## src/rtl/simplerisc_pkg.sv

```systemverilog
// simplerisc_pkg: SimpleRISC opcodes, instruction field positions, hazard FSM state and control bundle
package simplerisc_pkg;
  localparam logic [4:0] OP_ADD  = 5'b00000;
  localparam logic [4:0] OP_DIV  = 5'b00011;
  localparam logic [4:0] OP_MOD  = 5'b00100;
  localparam logic [4:0] OP_CMP  = 5'b00101;
  localparam logic [4:0] OP_NOT  = 5'b01000;
  localparam logic [4:0] OP_MOV  = 5'b01001;
  localparam logic [4:0] OP_NOP  = 5'b01101;
  localparam logic [4:0] OP_LD   = 5'b01110;
  localparam logic [4:0] OP_ST   = 5'b01111;
  localparam logic [4:0] OP_BEQ  = 5'b10000;
  localparam logic [4:0] OP_BGT  = 5'b10001;
  localparam logic [4:0] OP_B    = 5'b10010;
  localparam logic [4:0] OP_CALL = 5'b10011;
  localparam logic [4:0] OP_RET  = 5'b10100;
  localparam int OP_LSB  = 27;
  localparam int I_BIT   = 26;
  localparam int RD_LSB  = 22;
  localparam int RS1_LSB = 18;
  localparam int RS2_LSB = 14;
  localparam logic [3:0] RA_IDX = 4'hF;
  typedef enum logic {RUN, MC_WAIT} state_t;
  typedef struct packed {
    logic pc_stall;
    logic if_of_stall;
    logic if_of_flush;
    logic of_ex_bubble;
    logic of_ex_stall;
    logic ex_ma_bubble;
    logic mc_busy;
  } ctrl_t;
  localparam ctrl_t C_MC    = 7'b1100110;
  localparam ctrl_t C_LU    = 7'b1101000;
  localparam ctrl_t C_FLUSH = 7'b0011000;
  localparam ctrl_t C_BUSY  = 7'b0000001;
endpackage

```

## src/rtl/simplerisc_src_decode.sv

```systemverilog
// simplerisc_src_decode: source-register extraction for one instruction, shared with the forwarding units
module simplerisc_src_decode
  import simplerisc_pkg::*;
(
  input  logic [31:0] ir,
  output logic [3:0]  src1,
  output logic        src1_valid,
  output logic [3:0]  src2,
  output logic        src2_valid,
  output logic [3:0]  st_src,
  output logic        st_valid
);
  logic [4:0] op;
  logic       ctl_flow;
  logic       unused_imm;
  assign op         = ir[OP_LSB +: 5];
  assign ctl_flow   = op inside {OP_B, OP_BEQ, OP_BGT, OP_CALL, OP_RET};
  assign src1       = op == OP_RET ? RA_IDX : ir[RS1_LSB +: 4];
  assign src1_valid = !(op inside {OP_NOP, OP_B, OP_BEQ, OP_BGT, OP_CALL, OP_NOT, OP_MOV});
  assign src2       = ir[RS2_LSB +: 4];
  assign src2_valid = !ir[I_BIT] && !ctl_flow && !(op inside {OP_NOP, OP_LD});
  assign st_src     = ir[RD_LSB +: 4];
  assign st_valid   = op == OP_ST;
  assign unused_imm = ^ir[13:0];
endmodule

```

## src/rtl/pipeline_interlock_ctrl.sv

```systemverilog
// pipeline_interlock_ctrl: load-use / branch-flush / div-mod interlock for the 5-stage pipeline
// Optional perf counters built only when INTERLOCK_PERF_CNT_EN is defined.
module pipeline_interlock_ctrl
  import simplerisc_pkg::*;
#(
  parameter int MC_LAT = 4,
  parameter int CNT_W  = 4
) (
  input  logic        clk,
  input  logic        rst_n,
  input  logic [31:0] of_ir,
  input  logic        of_valid,
  input  logic [31:0] ex_ir,
  input  logic        ex_valid,
  input  logic        ex_branch_taken,
  output logic        pc_stall,
  output logic        if_of_stall,
  output logic        if_of_flush,
  output logic        of_ex_bubble,
  output logic        of_ex_stall,
  output logic        ex_ma_bubble,
  output logic        mc_busy,
  output logic [15:0] perf_stall_cnt,
  output logic [15:0] perf_flush_cnt
);
  localparam logic [CNT_W-1:0] MC_INIT = CNT_W'(MC_LAT - 2);
  state_t     state, state_nx;
  logic [CNT_W-1:0] cnt, cnt_nx;
  ctrl_t      ctrl;
  logic [3:0] src1, src2, st_src;
  logic       src1_valid, src2_valid, st_valid;
  logic [4:0] ex_op;
  logic [3:0] ex_rd;
  logic       lu_haz;
  logic       unused_ex;
  simplerisc_src_decode u_of_dec (
    .ir(of_ir), .src1(src1), .src1_valid(src1_valid), .src2(src2), .src2_valid(src2_valid),
    .st_src(st_src), .st_valid(st_valid)
  );
  assign ex_op     = ex_ir[OP_LSB +: 5];
  assign ex_rd     = ex_ir[RD_LSB +: 4];
  assign unused_ex = ^{ex_ir[I_BIT], ex_ir[RS1_LSB +: 4], ex_ir[17:0]};
  assign lu_haz    = ex_valid && of_valid && ex_op == OP_LD &&
                     ((src1_valid && src1 == ex_rd) || (src2_valid && src2 == ex_rd) ||
                      (st_valid && st_src == ex_rd));
  always_ff @(posedge clk or negedge rst_n)
    if (!rst_n) begin
      state <= RUN;
      cnt   <= '0;
    end else begin
      state <= state_nx;
      cnt   <= cnt_nx;
    end
  always_comb begin
    state_nx = state;
    cnt_nx   = cnt;
    ctrl     = '0;
    if (state == MC_WAIT) begin
      ctrl     = cnt != '0 ? C_MC | C_BUSY : C_BUSY;
      cnt_nx   = cnt != '0 ? cnt - 1'b1 : cnt;
      state_nx = cnt != '0 ? MC_WAIT : RUN;
    end else if (ex_valid && ex_branch_taken)
      ctrl = C_FLUSH;
    else if (ex_valid && ex_op inside {OP_DIV, OP_MOD}) begin
      ctrl     = C_MC;
      cnt_nx   = MC_INIT;
      state_nx = MC_WAIT;
    end else if (lu_haz)
      ctrl = C_LU;
  end
  // Gated by rst_n so a held div or taken branch cannot leak through during reset.
  assign {pc_stall, if_of_stall, if_of_flush, of_ex_bubble, of_ex_stall, ex_ma_bubble, mc_busy} =
    rst_n ? ctrl : '0;
`ifdef INTERLOCK_PERF_CNT_EN
  always_ff @(posedge clk or negedge rst_n)
    if (!rst_n) begin
      perf_stall_cnt <= '0;
      perf_flush_cnt <= '0;
    end else begin
      if (pc_stall && perf_stall_cnt != 16'hFFFF) perf_stall_cnt <= perf_stall_cnt + 1'b1;
      if (if_of_flush && perf_flush_cnt != 16'hFFFF) perf_flush_cnt <= perf_flush_cnt + 1'b1;
    end
`else
  assign perf_stall_cnt = '0;
  assign perf_flush_cnt = '0;
`endif
endmodule
```

## config.mk

```make
export PLATFORM = sky130hd
export DESIGN_NAME = pipeline_interlock_ctrl
export DESIGN_NICKNAME = d
export VERILOG_FILES = /design/src/rtl/simplerisc_pkg.sv /design/src/rtl/simplerisc_src_decode.sv /design/src/rtl/pipeline_interlock_ctrl.sv
export SDC_FILE = /design/constraint.sdc
export NUM_CORES = 1
export LEC_CHECK = 0
export CAP_MARGIN = 10
export CORE_AREA = 2 2 60 62
export CTS_BUF_LIST = sky130_fd_sc_hd__clkbuf_8 sky130_fd_sc_hd__clkbuf_16
export DETAILED_ROUTE_END_ITERATION = 12
export DIE_AREA = 0 0 62 64
export GPL_ROUTABILITY_DRIVEN = 0
export GPL_TIMING_DRIVEN = 0
export PLACE_DENSITY = 0.83
export SLEW_MARGIN = 20
export SYNTH_ARGS = -nofsm -noshare
export SYNTH_HDL_FRONTEND = slang
export SYNTH_SLANG_ARGS = --single-unit
```

## constraint.sdc

```tcl
create_clock -name clk -period 5.4 [get_ports clk]
set_clock_uncertainty 0.1 [all_clocks]
set_input_delay 0.81 -clock clk [delete_from_list [all_inputs] [get_ports clk]]
set_output_delay 0.81 -clock clk [all_outputs]
set_load 0.03 [all_outputs]
```

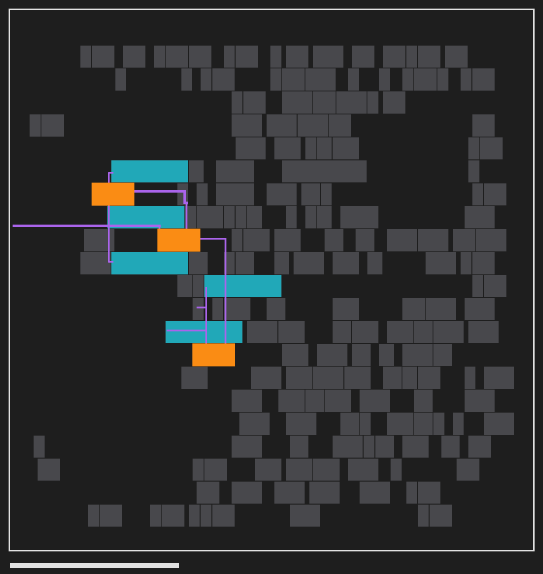
(run_1/clock_wires.png)
Scale bar: 20 µm.
[orange] clock-net drivers | count: 3
[cyan] flip-flops | count: 5
[purple] clock wires | length: 87.2 µm
routed clock nets: 4

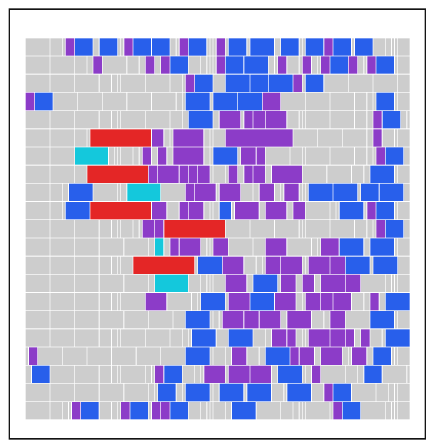
(run_1/class_map.png)
Fill, decap, tap and diode cells in gray.
[purple] remaining logic cells | cells: 107 | share of their area: 44%
[cyan] clock drivers and dummy loads | cells: 4 | share of their area: 3.1%
[red] registers | cells: 5 | share of their area: 8.6%
[blue] remaining buffers and delay cells | cells: 73 | share of their area: 44%

==> results_tabular.tex, run 1 <==
% Implementation results table
\begin{tabular}{lr}
\hline
Metric & Value \\
\hline
\multicolumn{2}{l}{\textbf{Run status}} \\
\quad Result of the run & finished clean \\
\multicolumn{2}{l}{\textbf{Synthesis}} \\
\quad Count of flip-flops with a built-in enable after synthesis & 0 \\
\quad Cell type with the largest total area & buf\_4 \\
\quad Yosys Warn Count & 0 \\
\quad Sequential share of the synthesized area & 13.7\% \\
\quad Most popular library cell in the synthesized design by count & buf\_4 \\
\quad Area share of the leading cell type in the synthesized netlist & 27.9\% \\
\quad Post-synthesis register bit count & 5 \\
\quad Mean instance size in the synthesized netlist & 7.90 µm² \\
\quad Cell count after synthesis & 116 \\
\multicolumn{2}{l}{\textbf{CTS}} \\
\quad H-tree levels & 1 \\
\quad Root cell of the clock tree & clkbuf\_8 \\
\quad CTS clock-pin slew for the worst setup and hold paths & 0.03 ns \\
\quad Post-CTS resize count & 0 \\
\quad Post-CTS setup repair buffer count & 0 \\
\multicolumn{2}{l}{\textbf{Power and ir drop}} \\
\quad Peak supply drop & 0.000143 V \\
\quad Cell-internal power & 0.167 mW \\
\quad Reported leakage power & 0.724 nW \\
\quad Power per cell area & 182 mW/mm² \\
\quad Share of power burned in registers & 22.5\% \\
\multicolumn{2}{l}{\textbf{Detailed routing}} \\
\quad DR top layer & met4 \\
\quad Number of iterations in the first detailed-routing pass & 4 \\
\quad Number of DRC violations after detailed-routing iteration 0 & 47 \\
\quad DRC violations left & 0 \\
\quad Post-Route WL & 2130 µm \\
\quad Met1 layer wirelength in the final routing & 786 µm \\
\quad Total met3 wirelength after detailed routing & 124 µm \\
\quad Final routed wire length divided by cell count & 9.07 µm \\
\quad Number of nets with antenna violations after detailed routing & 0 \\
\multicolumn{2}{l}{\textbf{STA}} \\
\quad Setup TNS after final layout & 0 ns \\
\quad Maximum frequency from static timing analysis & 0.232 GHz \\
\quad Setup-failing EPs final & 0 \\
\quad Final Max-Slew Violation Tally & 0 \\
\quad Final WS setup & 1.10 ns \\
\quad Hold WS & 0.431 ns \\
\quad Unrepaired setup endpoints after global routing & no \\
\multicolumn{2}{l}{\textbf{Floorplan}} \\
\quad Die width & 62 µm \\
\quad Placeable core region & 0.00328 mm² \\
\quad Vertical die dimension & 64 µm \\
\quad Cell row count & 21 \\
\quad Count of boundary I/O pins & 108 \\
\quad Chip area & 0.00397 mm² \\
\multicolumn{2}{l}{\textbf{Worst hold path}} \\
\quad Critical hold path startpoint & cnt[0] \\
\quad Count of cells along the worst hold path & 1 \\
\multicolumn{2}{l}{\textbf{Critical path}} \\
\quad Worst flop-to-flop path startpoint & cnt[0] \\
\quad Worst R2R Path Depth & 6 \\
\quad Worst setup SP type & primary input \\
\quad Setup crit end & pc\_stall \\
\quad Biggest fanout along the worst timing path & 6 \\
\quad FF-to-FF End & cnt[2] \\
\quad Worst-case register-to-register setup slack & 3.53 ns \\
\quad Crit path DRT & 4.49 ns \\
\multicolumn{2}{l}{\textbf{Place}} \\
\quad Estimated wirelength of the detail-placed design & 1900 µm \\
\multicolumn{2}{l}{\textbf{Layout}} \\
\quad Gate Area & 613 µm² \\
\quad Fill cell instance count of the final layout & 348 \\
\quad Diodes inserted & 0 \\
\quad Number of nets in the final layout & 261 \\
\quad Post-synthesis to final-layout area growth & 65.4\% \\
\multicolumn{2}{l}{\textbf{GRT}} \\
\quad Pin count of the biggest net entering global routing & 11 \\
\quad Global routing's busiest layer & met2 \\
\quad Number of global-route vias before repair & 883 \\
\multicolumn{2}{l}{\textbf{Run}} \\
\quad Number of warning messages in the logs & 64 \\
\quad Max capacitance violation total & 0 \\
\hline
\end{tabular}
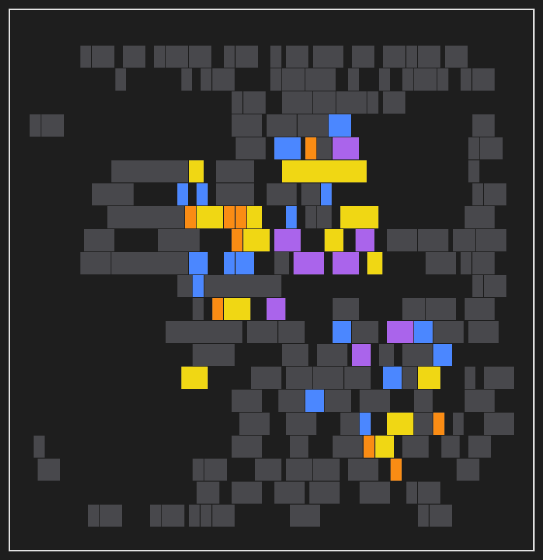
(run_1/gates.png)
[yellow] aoi and oai cells | cells: 13
[purple] and/or cells | cells: 8
[orange] inv cells | cells: 9
[blue] nand cells | cells: 16

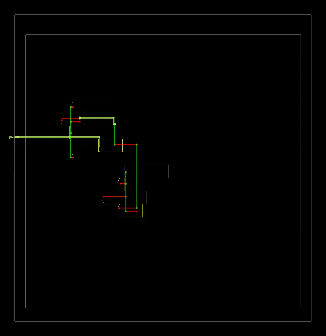
(run_1/clock_nets.png)
Seq Cell Count: 5
TritonCTS Buffers: 3
source-to-sink clock delay at the later pin of the worst-skew pair: 0.22 ns
clock group total power: 0.0661 mW

==> run 1: flip-flops by register name, indices dropped and copies added (netlist names) <==
signal,flops
state,1
cnt,4
==> run 1: cell usage in the layout (no fill, tap or decap), types with 3 or more instances in the layout <==
master	Yosys	final
inv_1	9	10
and3b_1	3	3
buf_4	34	34
nand2_1	7	7
conb_1	1	32
nor2b_1	3	3
nor3_1	5	5
xor2_1	5	5
clkbuf_8	0	3
xnor2_1	5	5
clkdlybuf4s50_1	0	38
nand4_1	5	5
dfrtp_1	5	5
==> run 1: final cells by class <==
cell class | instances | area share, %
clock inverter | 1 | 0.248
inverter | 9 | 2.23
timing repair buffer | 38 | 25.1
sequential | 5 | 8.26
multi-input combinational | 98 | 40.5
buffer | 35 | 17.2
tap | 46 | 3.80
clock buffer | 3 | 2.73
==> run 1: critical path, stage by stage <==
cell and delay, ns:
clkdlybuf4s50_1 0.51, xor2_1 0.20, a211o_1 0.28, or3_1 0.36
and3_1 0.18, a211oi_2 0.25, buf_4 0.14, clkdlybuf4s50_1 0.65
==> run 1: cells by family (layout without fill, tap and decap cells) <==
kind of cell / after synthesis / in the layout / synth area share, %
AOI/OAI and AO/OA: 15 / 15 / 14.9
adders and majority gates: 2 / 2 / 2.73
other: 1 / 32 / 0.409
and+or+nand+nor: 38 / 38 / 25.5
buffers and inverters: 44 / 86 / 32.1
xor gates and xnor gates: 10 / 10 / 9.56
muxes: 1 / 1 / 1.09
DFF: 5 / 5 / 13.7
==> run 1: stage by stage <==
stage                     util [%]  instance area (µm²)
after floorplan                  -                 1030
after detailed placement      44.8                 1470
final                         46.1                 1520
after global placement        44.8                 1470
after CTS                     46.1                 1520
after global routing          46.1                 1520
## Run 2: what changed since run 1
- CORE_AREA: 2 2 60 62 -> 2 2 65 67
- DIE_AREA: 0 0 62 64 -> 0 0 67 69
- PLACE_DENSITY: 0.83 -> 0.75
- clock period: 5.4 -> 3.94 ns (I/O delays scaled with it)
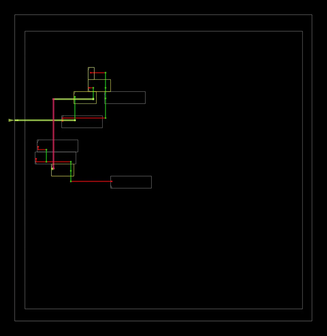
(run_2/clock_nets.png)
number of clock buffers in the layout: 3
clk sinks: 5

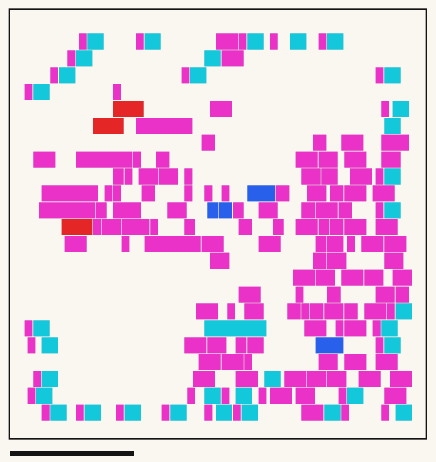
(run_2/sizing.png)
Scale bar: 20 µm.
[red] x6 and larger | cells: 3
[cyan] x3 and x4 | cells: 35
[blue] x2 | cells: 4
[magenta] x1 and smaller | cells: 147

==> run 2 against run 1 <==
  * Critical path depth unchanged
  * First-iteration DRC count down 62%
  * Combinational power increased by 37%
  * Flip-flop count stayed put
  * Wire length rose by 3.2%
  * Sequential share of layout area down 0.068 points
  * Core utilization fell by 7.1 points
  * Hold slack worse by 0.0045 ns
  * Critical path type unchanged
  * Cell count grew 1.7%
  * Final area is 0.83% higher
==> results_tabular.tex, run 2 <==
% Implementation results table
\begin{tabular}{lr}
\hline
Metric & Value \\
\hline
\multicolumn{2}{l}{\textbf{GRT}} \\
\quad First-pass GRT wire length & 3340 µm (was 3470 µm) \\
\quad Initial antenna violation count & 0 (unchanged) \\
\quad Global routing's busiest layer & met2 (unchanged) \\
\quad Global-route track usage on met3 & 2.28\% (was 2.63\%) \\
\quad Met1 capacity usage during global routing & 9.05\% (was 12.3\%) \\
\quad Pin count of the biggest net entering global routing & 11 (unchanged) \\
\quad Remaining global-route overflow & 0 (unchanged) \\
\quad Number of global-route vias before repair & 843 (was 883) \\
\quad GR Util All Layers & 8.92\% (was 11.4\%) \\
\quad Met2 routing resource usage after global routing & 17.1\% (was 20.6\%) \\
\multicolumn{2}{l}{\textbf{Synthesis}} \\
\quad Cell count after synthesis & 116 (unchanged) \\
\quad Commonest cells in the netlist & buf\_4, inv\_1, nand2\_1 (unchanged) \\
\quad Synth unique cells & 39 (unchanged) \\
\quad Mean instance size in the synthesized netlist & 7.90 µm² (unchanged) \\
\quad Post-synthesis register bit count & 5 (unchanged) \\
\quad Sequential share of the synthesized area & 13.7\% (unchanged) \\
\quad Summed standard-cell area reported by yosys & 916 µm² (unchanged) \\
\quad Most popular library cell in the synthesized design by count & buf\_4 (unchanged) \\
\quad Primary FF master, synth & dfrtp\_1 (unchanged) \\
\quad Share of flip-flops with an asynchronous set or reset after synthesis & 100\% (unchanged) \\
\quad Area share of the leading cell type in the synthesized netlist & 27.9\% (unchanged) \\
\quad Yosys Warn Count & 0 (unchanged) \\
\quad Cell area after synthesis & 916 µm² (unchanged) \\
\quad Cell types occupying the most area after synthesis & buf\_4, dfrtp\_1, xnor2\_1 (unchanged) \\
\quad Count of flip-flops with a built-in enable after synthesis & 0 (unchanged) \\
\quad Cell type with the largest total area & buf\_4 (unchanged) \\
\quad Count of instantiated cells in the yosys netlist & 116 (unchanged) \\
\multicolumn{2}{l}{\textbf{Layout}} \\
\quad Final design utilization & 39.0\% (was 46.1\%) \\
\quad Most frequent cells in the layout & clkdlybuf4s50\_1, buf\_4, conb\_1, inv\_1, nand2\_1 (unchanged) \\
\quad Diodes inserted & 0 (unchanged) \\
\quad Post-synthesis to final-layout area growth & 66.8\% (was 65.4\%) \\
\quad Largest register by flop count & cnt (unchanged) \\
\quad Finished Cell Area & 0.00153 mm² (was 0.00152 mm²) \\
\quad Final non-filler cell total & 239 (was 235) \\
\quad Most common logic cell in the routed design & clkdlybuf4s50\_1 (unchanged) \\
\quad Number of nets in the final layout & 261 (unchanged) \\
\quad Number of flip-flops in the largest register & 4 (unchanged) \\
\quad Fill cell instance count of the final layout & 424 (was 348) \\
\quad Fraction of final layout cells sized beyond drive strength 1 & 22.2\% (was 21.7\%) \\
\quad Regs by FF count & cnt: 4 flops, state: 1 flops (unchanged) \\
\multicolumn{2}{l}{\textbf{Worst hold path}} \\
\quad Count of cells along the worst hold path & 1 (unchanged) \\
\quad Hold Path End & cnt[0] (unchanged) \\
\quad Hold crit path type & reg -> reg (unchanged) \\
\quad Critical hold path startpoint & cnt[0] (unchanged) \\
\multicolumn{2}{l}{\textbf{Floorplan}} \\
\quad Placeable core region & 0.00391 mm² (was 0.00328 mm²) \\
\quad Core Density at Floorplan & 23.4\% (was 27.9\%) \\
\quad Count of boundary I/O pins & 108 (unchanged) \\
\quad Vertical die dimension & 69 µm (was 64 µm) \\
\quad Chip area & 0.00462 mm² (was 0.00397 mm²) \\
\quad Cell row count & 23 (was 21) \\
\quad Die width & 67 µm (was 62 µm) \\
\multicolumn{2}{l}{\textbf{CTS}} \\
\quad CTS tree & yes (unchanged) \\
\quad Hold buffers post-CTS & 0 (unchanged) \\
\quad CTS clock-pin slew for the worst setup and hold paths & 0.04 ns (was 0.03 ns) \\
\quad Source-to-sink clock delay at the later pin of the worst-skew pair & 0.22 ns (about the same) \\
\quad Root cell of the clock tree & clkbuf\_8 (unchanged) \\
\quad Post-CTS resize count & 2 (was 0) \\
\quad CTS max path bufs & 2 (unchanged) \\
\quad Post-CTS setup repair buffer count & 0 (unchanged) \\
\quad TritonCTS Buffers & 3 (unchanged) \\
\quad H-tree levels & 1 (unchanged) \\
\multicolumn{2}{l}{\textbf{Detailed routing}} \\
\quad DR top layer & met4 (unchanged) \\
\quad Number of DRC violations after detailed-routing iteration 0 & 18 (was 47) \\
\quad Number of iterations in the first detailed-routing pass & 2 (was 4) \\
\quad Number of nets with antenna violations after detailed routing & 0 (unchanged) \\
\quad Post-Route WL & 2200 µm (was 2130 µm) \\
\quad Vias & 901 (was 918) \\
\quad DRC violations left & 0 (unchanged) \\
\quad DR vias/cell & 3.77 (was 3.91) \\
\quad Final routed wire length divided by cell count & 9.21 µm (was 9.07 µm) \\
\quad Met1 layer wirelength in the final routing & 839 µm (was 786 µm) \\
\quad Total met3 wirelength after detailed routing & 266 µm (was 124 µm) \\
\quad Routed length on met2 & 1080 µm (was 1190 µm) \\
\multicolumn{2}{l}{\textbf{Critical path}} \\
\quad Worst setup SP type & primary input (unchanged) \\
\quad Cell with the largest stage delay on the worst path & clkdlybuf4s50\_1 (unchanged) \\
\quad Cell chain of the critical path & clkdlybuf4s50\_1 > or3b\_1 > a2111oi\_4 > nor2\_2 > and3\_1 > a211oi\_2 > buf\_4 > dlygate4sd2\_1 (was clkdlybuf4s50\_1 > xor2\_1 > a211o\_1 > or3\_1 > and3\_1 > a211oi\_2 > buf\_4 > clkdlybuf4s50\_1) \\
\quad Worst R2R Path Depth & 6 (unchanged) \\
\quad FF-to-FF End & cnt[3] (was cnt[2]) \\
\quad Capturing element type of the critical path & output pin (unchanged) \\
\quad Biggest fanout along the worst timing path & 3 (was 6) \\
\quad Worst flop-to-flop path startpoint & cnt[0] (unchanged) \\
\quad Worst-case register-to-register setup slack & 2.07 ns (was 3.53 ns) \\
\quad Startpoint-to-endpoint class of the critical path & in -> out (unchanged) \\
\quad Crit path DRT & 3.25 ns (was 4.49 ns) \\
\quad Arrival time at the worst endpoint & 2.97 ns (was 3.39 ns) \\
\quad Critical path's largest stage delay & 0.48 ns (was 0.65 ns) \\
\multicolumn{2}{l}{\textbf{STA}} \\
\quad Maximum frequency from static timing analysis & 0.273 GHz \\
\quad Hold Vio Cnt, Final & 0 (unchanged) \\
\quad Unrepaired setup endpoints after global routing & no (unchanged) \\
\quad Final WS setup & 0.281 ns (was 1.10 ns) \\
\quad Relative slew slack & 67.3\% \\
\quad Setup TNS after final layout & 0 ns (unchanged) \\
\quad Setup-failing EPs final & 0 (unchanged) \\
\quad Worst Max-Slew Pin Slew & 0.484 ns \\
\quad Hold WS & 0.427 ns (was 0.431 ns) \\
\quad Minimum clock period & 3.66 ns \\
\quad Post-route clock period utilization & 92.9\% \\
\quad Final Max-Slew Violation Tally & 0 (unchanged) \\
\multicolumn{2}{l}{\textbf{Power and ir drop}} \\
\quad Clock share of power & 24.5\% (was 24.0\%) \\
\quad Peak supply drop & 0.000210 V (was 0.000143 V) \\
\quad Overall Power & 0.379 mW (was 0.275 mW) \\
\quad Switching part of the total power & 39.4\% (was 39.2\%) \\
\quad Power per cell area & 248 mW/mm² (was 182 mW/mm²) \\
\quad Cell-internal power & 0.229 mW (was 0.167 mW) \\
\quad Reported net switching power & 0.149 mW (was 0.108 mW) \\
\quad Portion of total power attributed to combinational logic & 53.4\% (was 53.5\%) \\
\quad Reported leakage power & 0.748 nW (was 0.724 nW) \\
\quad Share of power burned in registers & 22.1\% (was 22.5\%) \\
\multicolumn{2}{l}{\textbf{Run}} \\
\quad Number of warning messages in the logs & 64 (unchanged) \\
\quad Max capacitance violation total & 0 (unchanged) \\
\multicolumn{2}{l}{\textbf{Run status}} \\
\quad Result of the run & finished clean (unchanged) \\
\multicolumn{2}{l}{\textbf{Place}} \\
\quad Total placed instance area & 0.00148 mm² (was 0.00147 mm²) \\
\quad Number of cells after detailed placement & 235 (was 231) \\
\quad Worst-case setup slack after placement & -0.0337 ns (was 1.08 ns) \\
\quad Tally of buffers added on design ports & 38 (unchanged) \\
\quad Estimated wirelength of the detail-placed design & 1910 µm (was 1900 µm) \\
\hline
\end{tabular}
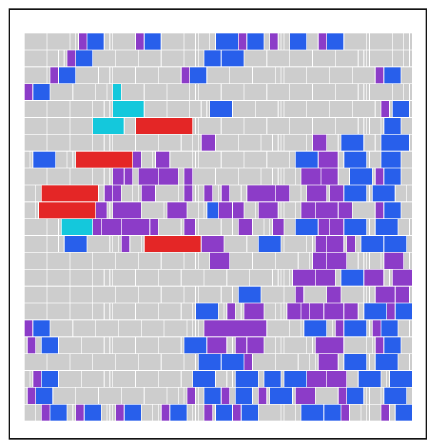
(run_2/class_map.png)
Fill, decap, tap and diode cells in gray.
[red] registers | cells: 5 | share of their area: 8.5%
[blue] remaining buffers and delay cells | cells: 73 | share of their area: 44%
[cyan] clock drivers and dummy loads | cells: 4 | share of their area: 3.1%
[purple] remaining logic cells | cells: 107 | share of their area: 45%

## run 2: cell count changes in the layout (fill, tap and decap cells not counted)
cell / before / now
dlymetal6s2s_1: 0 / 1
clkdlybuf4s50_1: 38 / 36
nor4_1: 2 / 1
nor4_2: 0 / 1
dlygate4sd2_1: 0 / 1
## run 2: logic make-up after synthesis
| kind of cell | synth area share, % |
|---|---|
| AND-OR/OR-AND | 14.9 |
| buffers and inverters | 32.1 |
| AND/OR/NAND/NOR | 25.5 |
| flip-flops | 13.7 |
| XOR/XNOR | 9.56 |
| other | 0.409 |
| multiplexers | 1.09 |
| adder cells (fa/ha/maj) | 2.73 |
## run 2: how the worst max path moves through the flow
stage,from,end,slack (ns),depth (start not counted)
after floorplan,ex_ir[27],pc_stall,0.82,6
after global placement,ex_ir[29],pc_stall,0.01,8
after detailed placement,ex_ir[24],pc_stall,-0.03,8
after CTS,ex_ir[29],if_of_stall,0.08,7
after global routing,ex_ir[29],pc_stall,0.16,8
final,ex_ir[29],pc_stall,0.28,8
## run 2: power groups by stage
stage / Clock, mW / Combinational, mW / Sequential (mW)
after floorplan: 0 / 0.142 / 0.0818
after global placement: 0 / 0.198 / 0.0836
after detailed placement: 0 / 0.200 / 0.0847
after CTS: 0.0951 / 0.202 / 0.0842
after global routing: 0.0987 / 0.226 / 0.0874
final: 0.0926 / 0.202 / 0.0838
## run 2: area by class of cell
class	instances	area, µm²	share of cell area [%]
buffer	35	260	17.0
clock buffer	3	41.3	2.70
clock inverter	1	3.75	0.246
inverter	9	33.8	2.21
multi-input combinational	98	619	40.5
sequential	5	125	8.19
tap	50	62.6	4.09
timing repair buffer	38	382	25.0
## run 2: critical path, delay by kind of cell
| family | cells | cell delay (ns) |
|---|---|---|
| simple gates | 3 | 0.63 |
| buf+inv | 3 | 1.01 |
| compound gates | 2 | 0.72 |
## Run 3: what changed since run 2
- GPL_ROUTABILITY_DRIVEN: 0 -> unset
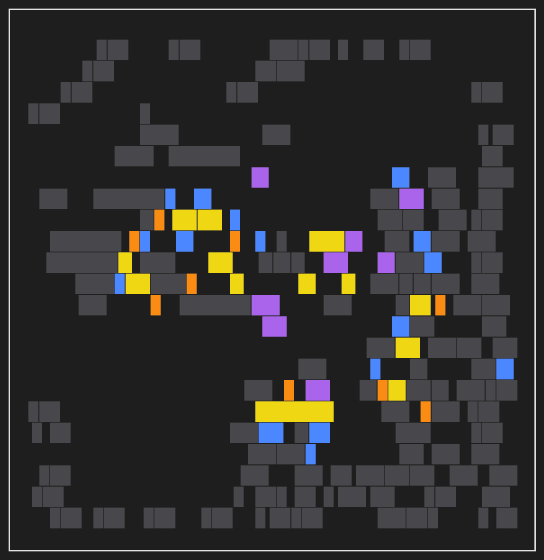
(run_3/gates.png)
[purple] and/or cells | cells: 8 | where: center
[orange] inv cells | cells: 9
[yellow] aoi and oai cells | cells: 13
[blue] nand cells | cells: 16

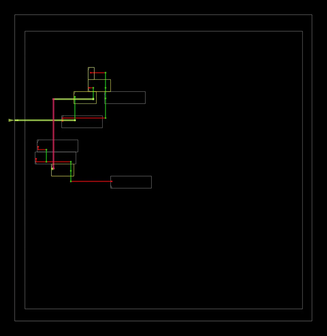
(run_3/clock_nets.png)
clock group total power: 0.0926 mW

==> run 3 against run 2 <==
  * Core utilization unchanged
  * Wire length stayed put
  * Non-clock buffer count did not move
  * Largest power group unchanged
  * Largest cell class unchanged
==> results_tabular.tex, run 3 <==
% Implementation results table
\begin{tabular}{lr}
\hline
Metric & Value \\
\hline
\multicolumn{2}{l}{\textbf{Detailed routing}} \\
\quad Vias & 901 (unchanged) \\
\quad DR top layer & met4 (unchanged) \\
\quad Final routed wire length divided by cell count & 9.21 µm (unchanged) \\
\quad Number of nets with antenna violations after detailed routing & 0 (unchanged) \\
\quad Number of DRC violations after detailed-routing iteration 0 & 18 (unchanged) \\
\quad Number of iterations in the first detailed-routing pass & 2 (unchanged) \\
\quad DR vias/cell & 3.77 (unchanged) \\
\quad Post-Route WL & 2200 µm (unchanged) \\
\quad Routed length on met2 & 1080 µm (unchanged) \\
\quad DRC violations left & 0 (unchanged) \\
\quad Total met3 wirelength after detailed routing & 266 µm (unchanged) \\
\multicolumn{2}{l}{\textbf{Floorplan}} \\
\quad Die width & 67 µm (unchanged) \\
\quad Core Density at Floorplan & 23.4\% (unchanged) \\
\quad Count of boundary I/O pins & 108 (unchanged) \\
\quad Cell row count & 23 (unchanged) \\
\quad Chip area & 0.00462 mm² (unchanged) \\
\quad Vertical die dimension & 69 µm (unchanged) \\
\multicolumn{2}{l}{\textbf{Layout}} \\
\quad Regs by FF count & cnt: 4 flops, state: 1 flops (unchanged) \\
\quad Number of nets in the final layout & 261 (unchanged) \\
\quad Finished Cell Area & 0.00153 mm² (unchanged) \\
\quad Largest register by flop count & cnt (unchanged) \\
\quad Most frequent cells in the layout & clkdlybuf4s50\_1, buf\_4, conb\_1, inv\_1, nand2\_1 (unchanged) \\
\quad Number of flip-flops in the largest register & 4 (unchanged) \\
\quad Diodes inserted & 0 (unchanged) \\
\quad Post-synthesis to final-layout area growth & 66.8\% (unchanged) \\
\quad Most common logic cell in the routed design & clkdlybuf4s50\_1 (unchanged) \\
\quad Fraction of final layout cells sized beyond drive strength 1 & 22.2\% (unchanged) \\
\multicolumn{2}{l}{\textbf{Critical path}} \\
\quad Delay-heaviest family, CP & buffers and inverters (unchanged) \\
\quad FF-to-FF End & cnt[3] (unchanged) \\
\quad Count of buffering cells on the critical path with inverters included & 3 (unchanged) \\
\quad Worst R2R Path Depth & 6 (unchanged) \\
\quad Arrival time at the worst endpoint & 2.97 ns (about the same) \\
\quad Worst-case register-to-register setup slack & 2.07 ns (about the same) \\
\quad Cell with the largest stage delay on the worst path & clkdlybuf4s50\_1 (unchanged) \\
\quad Biggest fanout along the worst timing path & 3 (unchanged) \\
\quad Instance count on the critical path & 8 (unchanged) \\
\quad Startpoint-to-endpoint class of the critical path & in -> out (unchanged) \\
\quad Critical path's largest stage delay & 0.48 ns (about the same) \\
\quad Capturing element type of the critical path & output pin (unchanged) \\
\quad Worst setup SP type & primary input (unchanged) \\
\quad Worst flop-to-flop path startpoint & cnt[0] (unchanged) \\
\quad Cell chain of the critical path & clkdlybuf4s50\_1 > or3b\_1 > a2111oi\_4 > nor2\_2 > and3\_1 > a211oi\_2 > buf\_4 > dlygate4sd2\_1 (unchanged) \\
\multicolumn{2}{l}{\textbf{GRT}} \\
\quad Met1 capacity usage during global routing & 9.05\% (unchanged) \\
\quad Global-route track usage on met3 & 2.28\% (unchanged) \\
\quad Remaining global-route overflow & 0 (unchanged) \\
\quad First-pass GRT wire length & 3340 µm (unchanged) \\
\quad Met2 routing resource usage after global routing & 17.1\% (unchanged) \\
\quad Number of global-route vias before repair & 843 (unchanged) \\
\quad Initial antenna violation count & 0 (unchanged) \\
\quad Global routing's busiest layer & met2 (unchanged) \\
\quad GR Util All Layers & 8.92\% (unchanged) \\
\quad Pin count of the biggest net entering global routing & 11 (unchanged) \\
\multicolumn{2}{l}{\textbf{STA}} \\
\quad Final Max-Slew Violation Tally & 0 (unchanged) \\
\quad Relative slew slack & 67.3\% (unchanged) \\
\quad Unrepaired setup endpoints after global routing & no (unchanged) \\
\quad Final WS setup & 0.281 ns (unchanged) \\
\quad Maximum frequency from static timing analysis & 0.273 GHz (unchanged) \\
\quad Hold WS & 0.427 ns (unchanged) \\
\quad Minimum clock period & 3.66 ns (unchanged) \\
\quad Hold Vio Cnt, Final & 0 (unchanged) \\
\quad Worst Max-Slew Pin Slew & 0.484 ns (unchanged) \\
\quad Post-route clock period utilization & 92.9\% (unchanged) \\
\quad Setup-failing EPs final & 0 (unchanged) \\
\multicolumn{2}{l}{\textbf{Synthesis}} \\
\quad Count of instantiated cells in the yosys netlist & 116 (unchanged) \\
\quad Cell count after synthesis & 116 (unchanged) \\
\quad Primary FF master, synth & dfrtp\_1 (unchanged) \\
\quad Area share of the leading cell type in the synthesized netlist & 27.9\% (unchanged) \\
\quad Cell types occupying the most area after synthesis & buf\_4, dfrtp\_1, xnor2\_1 (unchanged) \\
\quad Share of flip-flops with an asynchronous set or reset after synthesis & 100\% (unchanged) \\
\quad Summed standard-cell area reported by yosys & 916 µm² (unchanged) \\
\quad Count of flip-flops with a built-in enable after synthesis & 0 (unchanged) \\
\quad Mean instance size in the synthesized netlist & 7.90 µm² (unchanged) \\
\quad Commonest cells in the netlist & buf\_4, inv\_1, nand2\_1 (unchanged) \\
\quad Cell type with the largest total area & buf\_4 (unchanged) \\
\quad Synth unique cells & 39 (unchanged) \\
\quad Post-synthesis register bit count & 5 (unchanged) \\
\quad Sequential share of the synthesized area & 13.7\% (unchanged) \\
\quad Yosys Warn Count & 0 (unchanged) \\
\quad Most popular library cell in the synthesized design by count & buf\_4 (unchanged) \\
\quad Cell area after synthesis & 916 µm² (unchanged) \\
\multicolumn{2}{l}{\textbf{Power and ir drop}} \\
\quad Reported net switching power & 0.149 mW (unchanged) \\
\quad Switching part of the total power & 39.4\% (unchanged) \\
\quad Portion of total power attributed to combinational logic & 53.4\% (about the same) \\
\quad Clock share of power & 24.5\% (about the same) \\
\quad Seq power & 0.0838 mW (about the same) \\
\quad Peak supply drop & 0.000210 V (unchanged) \\
\quad Power per cell area & 248 mW/mm² (unchanged) \\
\quad Combinational-cell power consumption & 0.202 mW (about the same) \\
\quad Share of power burned in registers & 22.1\% (about the same) \\
\quad Reported leakage power & 0.748 nW (unchanged) \\
\multicolumn{2}{l}{\textbf{Worst hold path}} \\
\quad Critical hold path startpoint & cnt[0] (unchanged) \\
\quad Hold crit path type & reg -> reg (unchanged) \\
\quad Hold Path End & cnt[0] (unchanged) \\
\quad Count of cells along the worst hold path & 1 (unchanged) \\
\multicolumn{2}{l}{\textbf{CTS}} \\
\quad Clk sinks & 5 (unchanged) \\
\quad Source-to-sink clock delay at the later pin of the worst-skew pair & 0.22 ns (about the same) \\
\quad TritonCTS Buffers & 3 (unchanged) \\
\quad Root cell of the clock tree & clkbuf\_8 (unchanged) \\
\quad CTS max path bufs & 2 (unchanged) \\
\quad Hold buffers post-CTS & 0 (unchanged) \\
\quad CTS tree & yes (unchanged) \\
\quad Post-CTS setup repair buffer count & 0 (unchanged) \\
\quad CTS clock-pin slew for the worst setup and hold paths & 0.04 ns (about the same) \\
\quad H-tree levels & 1 (unchanged) \\
\multicolumn{2}{l}{\textbf{Place}} \\
\quad Tally of buffers added on design ports & 38 (unchanged) \\
\quad Estimated wirelength of the detail-placed design & 1910 µm (unchanged) \\
\quad Worst-case setup slack after placement & -0.0337 ns (unchanged) \\
\multicolumn{2}{l}{\textbf{Run}} \\
\quad Max capacitance violation total & 0 (unchanged) \\
\quad Number of warning messages in the logs & 64 (unchanged) \\
\multicolumn{2}{l}{\textbf{Run status}} \\
\quad Result of the run & finished clean (unchanged) \\
\hline
\end{tabular}
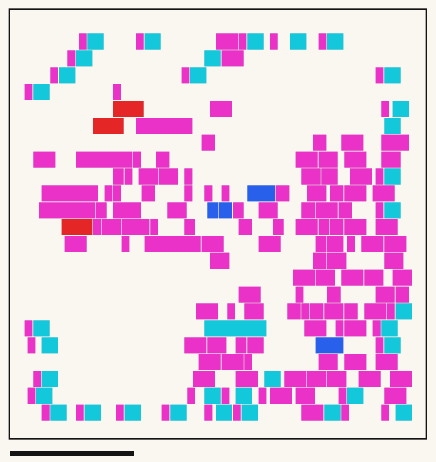
(run_3/sizing.png)
Scale bar: 20 µm.
[magenta] x1 and smaller | cells: 147
[blue] x2 | cells: 4
[red] x6 and larger | cells: 3
[cyan] x3 and x4 | cells: 35

-- run 3: through the flow --
stage | setup TNS (ns) | util, % | power [mW] | cells
finish | 0 | 39.0 | 0.379 | 239
global route | 0 | 39.0 | 0.412 | 239
CTS | 0 | 39.0 | 0.381 | 239
detailed placement | -0.0337 | 37.7 | 0.285 | 235
global placement | 0 | 37.7 | 0.281 | 235
floorplan | 0 | - | 0.224 | 147
-- run 3: area by class of cell --
cell class / count / area (µm²)
Fill cell: 424 / 2390
Multi-Input combinational cell: 98 / 619
Timing Repair Buffer: 38 / 382
Buffer: 35 / 260
Sequential cell: 5 / 125
Tap cell: 50 / 62.6
Clock buffer: 3 / 41.3
Inverter: 9 / 33.8
Clock inverter: 1 / 3.75
-- run 3: logic make-up after synthesis --
| logic type | Yosys count | share of synthesized area [%] |
|---|---|---|
| xor gates and xnor gates | 10 | 9.56 |
| adders and majority gates | 2 | 2.73 |
| DFF | 5 | 13.7 |
| other | 1 | 0.409 |
| and+or+nand+nor | 38 | 25.5 |
| muxes | 1 | 1.09 |
| buffers and inverters | 44 | 32.1 |
| AOI/OAI and AO/OA | 15 | 14.9 |
-- run 3: worst max path at each step --
stage                             end  slack, ns  startpoint
final                        pc_stall       0.28   ex_ir[29]
after global routing         pc_stall       0.16   ex_ir[29]
after CTS                 if_of_stall       0.08   ex_ir[29]
after detailed placement     pc_stall      -0.03   ex_ir[24]
after global placement       pc_stall       0.01   ex_ir[29]
after floorplan              pc_stall       0.82   ex_ir[27]
-- run 3: repair_timing --
action / CTS / global route
setup endpoints to repair: 1 / 1
cloned: 0 / 0
resized: 2 / 1
Power and IR drop assume default switching activity.
